Fig. 1: cells by drive strength
Bar = 50 um.
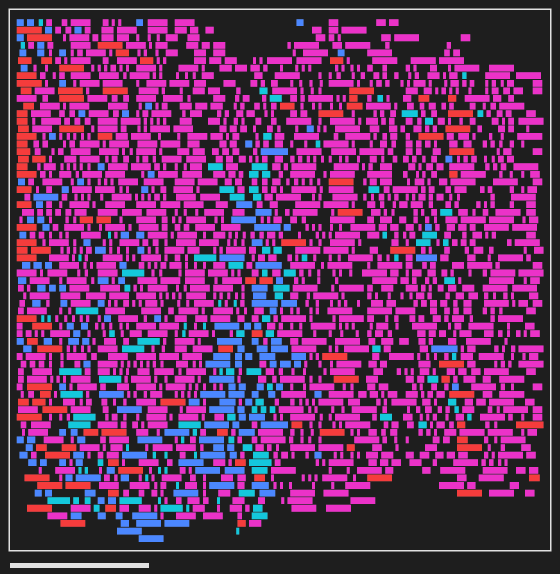
Fig. 2: met2 routing
Cells faint in the background.
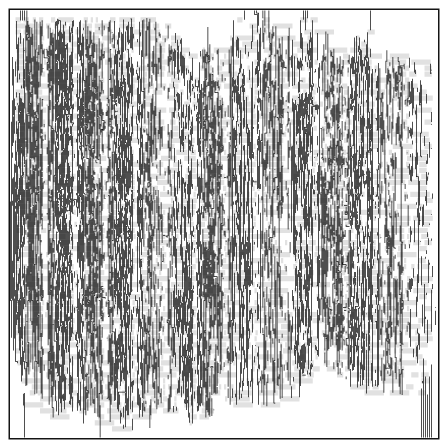
Fig. 3: metal 4
Bar = 50 um. Cells faint in the background.
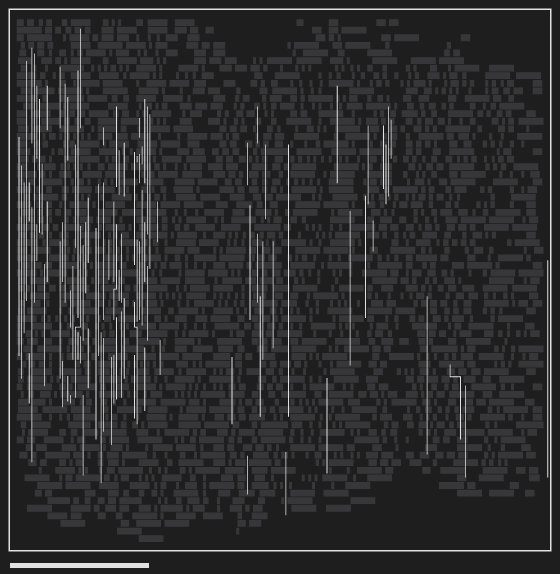
Fig. 4: clock nets
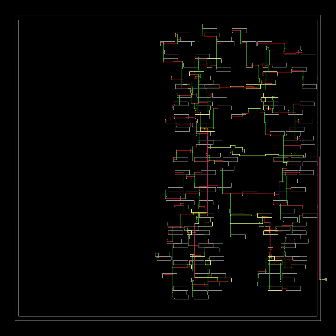
Fig. 5: metal layers overlaid
Two of the layers only.
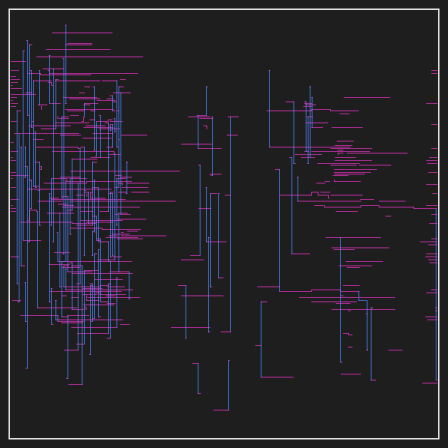
[src/rtl/stream_mac_pkg.sv]
// Shared types and helpers for the pipelined stream multiply / multiply-accumulate.
package stream_mac_pkg;

   localparam int unsigned MAX_OP_W = 32;

   // One input beat; operands are held pre-extended to MAX_OP_W (operand widths up to 31)
   typedef struct packed {
      logic [MAX_OP_W-1:0] a;
      logic [MAX_OP_W-1:0] b;
      logic                acc;
      logic                last;
   } beat_t;

   function automatic int unsigned acc_width(input int unsigned wa, input int unsigned wb,
                                             input int unsigned guard);
      return wa + wb + guard;
   endfunction

   // Carry out for unsigned adds; same-sign addends yielding a different sign for signed adds
   function automatic logic add_overflow(input logic is_signed, input logic a_msb,
                                         input logic b_msb, input logic s_msb,
                                         input logic carry);
      if (is_signed) begin
         return (a_msb == b_msb) && (s_msb != a_msb);
      end
      return carry;
   endfunction

endpackage

[src/rtl/mac_pipe_stage.sv]
// One pipeline register: valid bit plus payload, loaded on enable, cleared asynchronously.
module mac_pipe_stage #(
   parameter int unsigned W = 8
) (
   input  logic         clk,
   input  logic         reset,
   input  logic         en,
   input  logic         in_valid,
   input  logic [W-1:0] in_data,
   output logic         out_valid,
   output logic [W-1:0] out_data
);

   always_ff @(posedge clk or negedge reset) begin
      if (!reset) begin
         out_valid <= 1'b0;
         out_data  <= '0;
      end else if (en) begin
         out_valid <= in_valid;
         out_data  <= in_data;
      end
   end

endmodule

[src/rtl/stream_mac_pipe.sv]
// Pipelined valid/ready stream multiplier with per-beat grouped accumulation and overflow flag.
module stream_mac_pipe
   import stream_mac_pkg::*;
#(
   parameter  int unsigned WIDTH_A = 16,
   parameter  int unsigned WIDTH_B = 16,
   parameter  int unsigned GUARD   = 4,
   parameter  int unsigned LATENCY = 3,
   parameter  int unsigned SIGNED  = 0,
   localparam int unsigned ACC_W   = acc_width(WIDTH_A, WIDTH_B, GUARD)
) (
   input  logic               clk,
   input  logic               reset,
   input  logic               i_valid,
   output logic               i_ready,
   input  logic [WIDTH_A-1:0] i_payload_a,
   input  logic [WIDTH_B-1:0] i_payload_b,
   input  logic               i_payload_acc,
   input  logic               i_payload_last,
   output logic               o_valid,
   input  logic               o_ready,
   output logic [ACC_W-1:0]   o_payload,
   output logic               o_overflow
);

   localparam int unsigned PW = ACC_W + 2;

   logic advance;
   assign advance = !o_valid || o_ready;
   assign i_ready = advance;

   // Operand extension and product ahead of the first register
   logic       sign_a, sign_b;
   beat_t      in_beat;
   logic [ACC_W-1:0] a_x, b_x, prod;

   assign sign_a  = (SIGNED != 0) ? i_payload_a[WIDTH_A-1] : 1'b0;
   assign sign_b  = (SIGNED != 0) ? i_payload_b[WIDTH_B-1] : 1'b0;
   assign in_beat = '{a:    MAX_OP_W'($signed({sign_a, i_payload_a})),
                      b:    MAX_OP_W'($signed({sign_b, i_payload_b})),
                      acc:  i_payload_acc,
                      last: i_payload_last};
   assign a_x  = ACC_W'($signed(in_beat.a));
   assign b_x  = ACC_W'($signed(in_beat.b));
   assign prod = a_x * b_x;

   // Index 0 is the accepted beat itself; registers 1..LATENCY-1 are plain delay stages
   logic [LATENCY-1:0] stg_v;
   logic [PW-1:0]      stg_d [LATENCY];

   assign stg_v[0] = i_valid;
   assign stg_d[0] = {prod, in_beat.acc, in_beat.last};

   for (genvar g = 1; g < LATENCY; g++) begin : g_stage
      mac_pipe_stage #(.W(PW)) u_stage (
         .clk       (clk),
         .reset     (reset),
         .en        (advance),
         .in_valid  (stg_v[g-1]),
         .in_data   (stg_d[g-1]),
         .out_valid (stg_v[g]),
         .out_data  (stg_d[g])
      );
   end

   logic             f_valid, f_acc, f_last;
   logic [ACC_W-1:0] f_prod;
   logic [ACC_W-1:0] acc_q;
   logic             sticky_q;
   logic [ACC_W:0]   sum_c;
   logic             add_ovf;

   assign f_valid                = stg_v[LATENCY-1];
   assign {f_prod, f_acc, f_last} = stg_d[LATENCY-1];
   assign sum_c   = {1'b0, acc_q} + {1'b0, f_prod};
   assign add_ovf = add_overflow(SIGNED != 0, acc_q[ACC_W-1], f_prod[ACC_W-1],
                                 sum_c[ACC_W-1], sum_c[ACC_W]);

   logic             valid_n, ovf_n, sticky_n;
   logic [ACC_W-1:0] payload_n, acc_n;

   // Output / accumulate stage next-state
   always_comb begin
      valid_n   = o_valid;
      payload_n = o_payload;
      ovf_n     = o_overflow;
      acc_n     = acc_q;
      sticky_n  = sticky_q;
      if (advance) begin
         valid_n = 1'b0;
         if (f_valid) begin
            if (!f_acc) begin
               valid_n   = 1'b1;
               payload_n = f_prod;
               ovf_n     = 1'b0;
            end else if (!f_last) begin
               acc_n    = sum_c[ACC_W-1:0];
               sticky_n = sticky_q | add_ovf;
            end else begin
               valid_n   = 1'b1;
               payload_n = sum_c[ACC_W-1:0];
               ovf_n     = sticky_q | add_ovf;
               acc_n     = '0;
               sticky_n  = 1'b0;
            end
         end
      end
   end

   always_ff @(posedge clk or negedge reset) begin
      if (!reset) begin
         o_valid    <= 1'b0;
         o_payload  <= '0;
         o_overflow <= 1'b0;
         acc_q      <= '0;
         sticky_q   <= 1'b0;
      end else begin
         o_valid    <= valid_n;
         o_payload  <= payload_n;
         o_overflow <= ovf_n;
         acc_q      <= acc_n;
         sticky_q   <= sticky_n;
      end
   end

endmodule

[config.mk]
export PLATFORM = sky130hd
export DESIGN_NAME = stream_mac_pipe
export DESIGN_NICKNAME = d
export VERILOG_FILES = /design/src/rtl/stream_mac_pkg.sv /design/src/rtl/mac_pipe_stage.sv /design/src/rtl/stream_mac_pipe.sv
export SDC_FILE = /design/constraint.sdc
export NUM_CORES = 1
export LEC_CHECK = 0
export ABC_CLOCK_PERIOD_IN_PS = 3280
export CAP_MARGIN = 0
export CELL_PAD_IN_SITES_DETAIL_PLACEMENT = 1
export CELL_PAD_IN_SITES_GLOBAL_PLACEMENT = 1
export CORE_MARGIN = 2
export CORE_UTILIZATION = 45
export CTS_CLUSTER_DIAMETER = 200
export DETAILED_ROUTE_END_ITERATION = 7
export GPL_ROUTABILITY_DRIVEN = 0
export GPL_TIMING_DRIVEN = 0
export PLACE_DENSITY = 0.82
export SYNTH_ARGS = -nofsm -noshare
export SYNTH_HDL_FRONTEND = slang
export SYNTH_SLANG_ARGS = --single-unit
[constraint.sdc]
create_clock -name clk -period 3.28 [get_ports clk]
set_input_delay 0.984 -clock clk [delete_from_list [all_inputs] [get_ports clk]]
set_output_delay 0.984 -clock clk [all_outputs]
set_load 0.02 [all_outputs]
==> run summary <==
Flow results are below.

- The adder-cell area share of the yosys netlist is 0.3467, for reference.
- STA classifies the critical path endpoint as a flip-flop.
- Of the total synthesized cell area, the portion taken by AND, OR, NAND and NOR gates is 0.1826.
- The flow ran to the end, but the final reports show violations.
- The number of hold violations in the final report is 0, for reference.
- The number of multi-input combinational cells is 1340, for reference.
- Clock latency on the worst-skew pair, taken at its later pin, is 440 ps.
- The share of the core filled by cells before placement is 0.4557, for reference.
- For flop-to-flop paths, the worst setup slack is 160 ps.
- The detailed-router iteration count before antenna repair is 5, for reference.
- The fraction of the yosys area taken by sequential cells is 0.2244, for reference.
- The post-synthesis sequential element count is 145, for reference.
- The routed layout has 14320 vias.
- The area fraction in xor and xnor cells is 0.02654, for reference.
- The count of library flops with an enable pin is 0, for reference.
- Across every metal layer, demand over resource in global routing totals 0.3081.
- In the final layout, the share of cells above drive strength 1 is 0.1873.
- After synthesis, the share of cell area in mux cells is 0.01370.
- There are 145 flip-flops and latches.
- The post-detailed-route wirelength per cell is 23.77 um, for reference.
- The half-perimeter wire length after detailed placement is 40410 um, for reference.
- The average footprint of a synthesized cell is 8.849 sq um, for reference.
- Detailed-route iteration 0 reported a violation count of 973.
- Per the placement report, the placed cell count is 2365.
- The longest clock path from root to sink contains 2 buffers.
- 0 antenna diodes ended up in the layout.
- Setup total negative slack on the finished layout was measured at -66870 ps.
- From bottom edge to top edge, the die measures 193.6 um.
- Logged for this run, the post-placement worst setup slack is -4189 ps.
- The number of setup buffers added after CTS is 73.
- After layout, the minimum clock period comes to 6302 ps.
- Setup repair after global routing could not meet its margin everywhere.
- The final reports fail on setup timing.
- Tracing the worst setup path back leads to its startpoint at i_payload_b[4].
- In the final report, the number of pins over their slew limit comes to 0.
- The average vias per placed instance is 5.764, for reference.
- The startpoint of the tightest hold check path is g_stage[1].u_stage.out_data[32], for reference.
- The slack of the critical path is -3022 ps, for reference.
- Across all stage logs, warnings added up to 29.
- The top logic cell family in the synthesized netlist is adder cells, for reference.
- The pin count of the biggest net entering global routing is 87, for reference.
- The number of failing setup endpoints in the final timing report is 28, for reference.
- The worst clock skew is 17.29 ps, for reference.
- The run reported a max-capacitance violation count of 0.
- The required time at the endpoint of the critical path is 3600 ps, for reference.
-- Fig. 1 (at the start) --
| color | size | cells | share |
|---|---|---|---|
| red | _6 and larger | 101 | 5.0% |
| blue | _3 and _4 cells | 170 | 8.4% |
| magenta | _0 and _1 cells | 1645 | 81% |
| cyan | _2 cells | 108 | 5.3% |
area of all placed cells without fillers: 20470 sq um
layout buffer count excluding clock buffers: 255

-- Fig. 2 (at the start) --
wire length on this layer: 30.8 mm
nets with wire on the layer: 2155

-- Fig. 3 (at the start) --
wire length on this layer: 3330 um
nets with wire on the layer: 88
share of all routed wire: 5.6%
longest straight run: 97.2 um

-- Fig. 4 (at the start) --
number of CTS-inserted buffers: 17

-- Fig. 5 (at the start) --
| color | layer | wire length |
|---|---|---|
| magenta | metal 3 | 2990 um |
| blue | metal 4 | 3330 um |

-- layer usage --
metal | GRT usage | routed length, um
met5 | 0 | 8
met4 | 0.1578 | 3327
met3 | 0.04341 | 2989
met2 | 0.5643 | 30800
met1 | 0.3483 | 21940
-- synthesized netlist by cell type (all sizes together) (12+ instances only) --
library cell,number,share of area
ha,136,0.11
a22o,19,0.010
nand2,349,0.081
and3,16,0.0062
nand3,22,0.0068
inv,251,0.058
xor2,19,0.010
clkbuf,81,0.019
and2,126,0.049
a21oi,89,0.028
o21ai,73,0.023
mux2i,21,0.013
nor3,12,0.0037
nor2,44,0.010
fa,195,0.24
o211ai,12,0.0062
dfrtp,145,0.22
a21o,41,0.019
xnor2,30,0.016
nand4,22,0.0085
-- worst max-delay path, stage by stage --
cell and delay, ps:
sky130_fd_sc_hd__buf_12 110, sky130_fd_sc_hd__clkbuf_16 150, sky130_fd_sc_hd__and2_4 140, sky130_fd_sc_hd__fa_1 560, sky130_fd_sc_hd__inv_2 60, sky130_fd_sc_hd__fa_2 560, sky130_fd_sc_hd__fa_2 450, sky130_fd_sc_hd__fa_1 490
sky130_fd_sc_hd__inv_1 50, sky130_fd_sc_hd__fa_1 480, sky130_fd_sc_hd__inv_1 50, sky130_fd_sc_hd__fa_1 510, sky130_fd_sc_hd__inv_2 50, sky130_fd_sc_hd__ha_4 250, sky130_fd_sc_hd__a21oi_4 130, sky130_fd_sc_hd__nand2_1 70
sky130_fd_sc_hd__a221o_1 430, sky130_fd_sc_hd__a311oi_4 270, sky130_fd_sc_hd__o211ai_1 240, sky130_fd_sc_hd__buf_4 210, sky130_fd_sc_hd__nand4_1 120, sky130_fd_sc_hd__nand3_1 90, sky130_fd_sc_hd__nor3b_2 160
